===== src/rtl/trap_ctrl.sv =====
// Machine-mode trap sequencer: walks CSR reads/writes for ecall, irq and mret, then redirects the PC.
// Latency: trap entry jumps in the 6th held cycle after accept, mret in the 4th.
// Backpressure: holds pc_reg and the pipeline while busy; requests outside IDLE are ignored.
module trap_ctrl #(
  parameter int          XLEN        = 32,
  parameter logic [11:0] CSR_MSTATUS = 12'h300,
  parameter logic [11:0] CSR_MTVEC   = 12'h305,
  parameter logic [11:0] CSR_MEPC    = 12'h341,
  parameter logic [11:0] CSR_MCAUSE  = 12'h342
) (
  input  logic            clk,
  input  logic            rst,
  input  logic            ecall_i,
  input  logic            mret_i,
  input  logic            irq_i,
  input  logic            global_int_en_i,
  input  logic [XLEN-1:0] inst_addr_i,
  input  logic [XLEN-1:0] csr_rdata_i,
  output logic            csr_we_o,
  output logic [XLEN-1:0] csr_addr_o,
  output logic [XLEN-1:0] csr_wdata_o,
  output logic            hold_flag_o,
  output logic            jump_flag_o,
  output logic [XLEN-1:0] jump_addr_o,
  output logic            busy_o
);

  // Bit 3 of the state is the sequence kind (0 = trap entry, 1 = mret) so the
  // mstatus read/write and jump steps can be shared between both sequences.
  typedef enum logic [3:0] {
    S_IDLE     = 4'b0000,
    S_W_MEPC   = 4'b0001,
    S_W_MCAUSE = 4'b0010,
    S_R_MTVEC  = 4'b0011,
    S_R_MS_E   = 4'b0100,
    S_W_MS_E   = 4'b0101,
    S_JUMP_E   = 4'b0110,
    S_R_MEPC   = 4'b1001,
    S_R_MS_M   = 4'b1100,
    S_W_MS_M   = 4'b1101,
    S_JUMP_M   = 4'b1110
  } state_t;

  localparam logic [XLEN-1:0] CAUSE_ECALL = XLEN'(32'h0000_000B);
  localparam logic [XLEN-1:0] CAUSE_IRQ   = {1'b1, {(XLEN-5){1'b0}}, 4'hB};
  localparam logic [XLEN-1:0] ALIGN_MASK  = {{(XLEN-2){1'b1}}, 2'b00};

  state_t          state_q, state_d;
  logic [XLEN-1:0] epc_q, epc_d;
  logic [XLEN-1:0] cause_q, cause_d;
  logic [XLEN-1:0] ms_q, ms_d;
  logic [XLEN-1:0] target_q, target_d;
  logic [XLEN-1:0] ms_entry, ms_mret;

  // Entry stacks MIE into MPIE and disables interrupts; mret restores MIE and sets MPIE.
  assign ms_entry = {ms_q[XLEN-1:8], ms_q[3], ms_q[6:4], 1'b0, ms_q[2:0]};
  assign ms_mret  = {ms_q[XLEN-1:8], 1'b1, ms_q[6:4], ms_q[7], ms_q[2:0]};

  // State and latch registers; reset aborts any sequence in progress.
  always_ff @(posedge clk) begin
    if (rst) begin
      state_q  <= S_IDLE;
      epc_q    <= '0;
      cause_q  <= '0;
      ms_q     <= '0;
      target_q <= '0;
    end else begin
      state_q  <= state_d;
      epc_q    <= epc_d;
      cause_q  <= cause_d;
      ms_q     <= ms_d;
      target_q <= target_d;
    end
  end

  // Next-state: accept in IDLE by priority, then step through the fixed CSR sequence.
  always_comb begin
    state_d  = state_q;
    epc_d    = epc_q;
    cause_d  = cause_q;
    ms_d     = ms_q;
    target_d = target_q;
    case (state_q)
      S_IDLE: begin
        if (ecall_i) begin
          state_d = S_W_MEPC;
          epc_d   = inst_addr_i;
          cause_d = CAUSE_ECALL;
        end else if (mret_i) begin
          state_d = S_R_MEPC;
          epc_d   = inst_addr_i;
        end else if (irq_i && global_int_en_i) begin
          state_d = S_W_MEPC;
          epc_d   = inst_addr_i;
          cause_d = CAUSE_IRQ;
        end
      end
      S_W_MEPC:   state_d = S_W_MCAUSE;
      S_W_MCAUSE: state_d = S_R_MS_E;
      S_R_MS_E, S_R_MS_M: begin
        ms_d    = csr_rdata_i;
        state_d = state_t'({state_q[3], 3'b101});
      end
      S_W_MS_E:   state_d = S_R_MTVEC;
      S_W_MS_M:   state_d = S_JUMP_M;
      S_R_MTVEC: begin
        target_d = csr_rdata_i & ALIGN_MASK;
        state_d  = S_JUMP_E;
      end
      S_R_MEPC: begin
        target_d = csr_rdata_i & ALIGN_MASK;
        state_d  = S_R_MS_M;
      end
      default:    state_d = S_IDLE;
    endcase
  end

  // Outputs decoded from the current state; forced quiet while reset is high.
  always_comb begin
    csr_we_o    = 1'b0;
    csr_addr_o  = '0;
    csr_wdata_o = '0;
    jump_flag_o = 1'b0;
    jump_addr_o = '0;
    busy_o      = (state_q != S_IDLE);
    case (state_q)
      S_W_MEPC: begin
        csr_we_o    = 1'b1;
        csr_addr_o  = XLEN'(CSR_MEPC);
        csr_wdata_o = epc_q;
      end
      S_W_MCAUSE: begin
        csr_we_o    = 1'b1;
        csr_addr_o  = XLEN'(CSR_MCAUSE);
        csr_wdata_o = cause_q;
      end
      S_R_MS_E, S_R_MS_M: csr_addr_o = XLEN'(CSR_MSTATUS);
      S_W_MS_E: begin
        csr_we_o    = 1'b1;
        csr_addr_o  = XLEN'(CSR_MSTATUS);
        csr_wdata_o = ms_entry;
      end
      S_W_MS_M: begin
        csr_we_o    = 1'b1;
        csr_addr_o  = XLEN'(CSR_MSTATUS);
        csr_wdata_o = ms_mret;
      end
      S_R_MTVEC: csr_addr_o = XLEN'(CSR_MTVEC);
      S_R_MEPC:  csr_addr_o = XLEN'(CSR_MEPC);
      S_JUMP_E, S_JUMP_M: begin
        jump_flag_o = 1'b1;
        jump_addr_o = target_q;
      end
      default: ;
    endcase
    if (rst) begin
      csr_we_o    = 1'b0;
      csr_addr_o  = '0;
      csr_wdata_o = '0;
      jump_flag_o = 1'b0;
      jump_addr_o = '0;
      busy_o      = 1'b0;
    end
    hold_flag_o = busy_o;
  end

endmodule


===== config.mk =====
export PLATFORM = sky130hd
export DESIGN_NAME = trap_ctrl
export DESIGN_NICKNAME = d
export VERILOG_FILES = /design/src/rtl/trap_ctrl.sv
export SDC_FILE = /design/constraint.sdc
export NUM_CORES = 1
export LEC_CHECK = 0
export ABC_AREA = 1
export ABC_CLOCK_PERIOD_IN_PS = 1200
export CORE_MARGIN = 2
export CORE_UTILIZATION = 42
export CTS_BUF_LIST = sky130_fd_sc_hd__clkbuf_4 sky130_fd_sc_hd__clkbuf_8 sky130_fd_sc_hd__clkbuf_16
export DETAILED_ROUTE_END_ITERATION = 12
export PLACE_DENSITY = 0.77
export SYNTH_ARGS = -nofsm -noshare
export SYNTH_HDL_FRONTEND = slang
export SYNTH_SLANG_ARGS = --single-unit

===== constraint.sdc =====
create_clock -name clk -period 1.2 [get_ports clk]
set_input_delay 0.18 -clock clk [delete_from_list [all_inputs] [get_ports clk]]
set_output_delay 0.18 -clock clk [all_outputs]
set_load 0.01 [all_outputs]

pdn.png
Bar = 20 um. Pins as bars on the die edge.
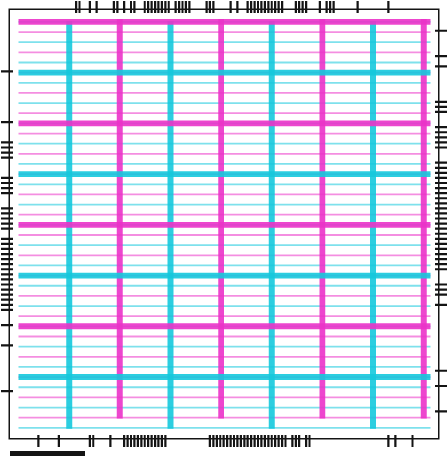
Key: magenta = VDD; cyan = VSS
8 straps on met4. The core has 40 rows.

cell_classes.png
Bar = 20 um.
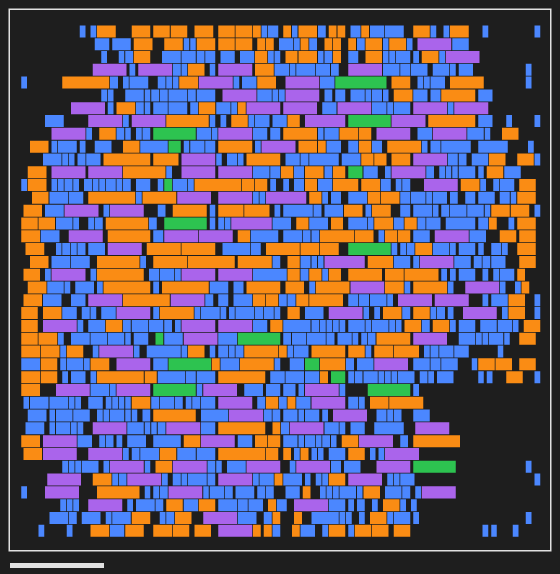
Key: green = clock drivers and dummy loads [cells 16]; purple = flip-flops [cells 100]; blue = all other logic [cells 638]; orange = other buffers and delay cells [cells 252]

==> impl_metrics.csv <==
group,metric,value,unit
pwr,combPwrFrac,48.8,%
logic_synthesis,area_leaders,"dfxtp_1 (39%), nor2_1 (12%), nand3_1 (11%)",
pwr,powerDensity,1550,mW/mm2
final_timing,slew_headroom,62.2,%
floorplanning,chipArea,0.0132,mm2
logic_synthesis,ys_area,0.00515,mm2
finish,drive_above_1_share,46.5,%
finish,lay_top_cells,"nor2_1 (103), dfxtp_1 (96), nand2_1 (80)",
drt,drt-met1-wl,8.39,mm
worst_setup_path,slowest_delay,0.38,ns
clock_network,cts_tree,"yes",
final_timing,fin_tns_setup,-83.88,ns
worst_hold_path,whs_path_depth,3,
worst_hold_path,hold_class,"in -> reg",
final_timing,fin_crit,1.87,ns
global_routing,grt-busiest-layer,"met2",
finish,seq_cell_count,100,
final_timing,setup_ws,-0.667,ns
run_status,violations,"negative setup slack",
pwr,seq_cell_power,4570,uW
place,place.gp.congestion,0.881,
worst_setup_path,critPathMaxFanout,16,
worst_setup_path,worstReg2RegEnd,"epc_q[12]",
floorplanning,die_x,115,um
worst_setup_path,timing.rr.start,"state_q[1]",
drt,dr.pass1.iters,7,
global_routing,overflow,0,
floorplanning,core,0.0120,mm2
global_routing,grt_pass1_wl,29.4,mm
run_status,outcome,"complete, but fails checks",
finish,seq_share,21.1,%
final_timing,final_hold_viol_count,0,
pwr,leakage,0.00427,uW
worst_hold_path,hold_start,"rst",
worst_setup_path,cp_top_family,"buffers and inverters",
drt,wl_met2,11.5,mm
final_timing,setup_viol,172,
clock_network,cts-resized-gates,508,
final_timing,fin_skew,0.00656,ns
pwr,p_switching,5670,uW
logic_synthesis,top_cells_by_count,"nor2_1 (167), nand2_1 (112), nand3_1 (108), dfxtp_1 (100), a21oi_1 (95)",
logic_synthesis,async_flop_share,0,%
finish,fillers,651,
logic_synthesis,yosysTopAreaCellShare,38.9,%
clock_network,cts_setup_buffers,35,
global_routing,grt_usage,28.5,%
pwr,pg_clk,3040,uW
logic_synthesis,ys_warn_count,0,
global_routing,grt_max_degree,46,
final_timing,holdWs,0.372,ns
final_timing,slew_violations,0,
worst_setup_path,path_class,"reg -> out",
pwr,pwr-share-seq,30.7,%
finish,lay_top_count,"nor2_1",
logic_synthesis,ff_type,"dfxtp_1",
clock_network,cts_buffers,9,
place,placed_area,0.00714,mm2
drt,routed_wl,22.6,mm
clock_network,cts.sinks,100,
clock_network,cts.clk_slew.worst_paths,0.07,ns
pwr,switching_share,38.1,%
floorplanning,fp-utilization,42.9,%
Power and IR drop assume default switching activity.
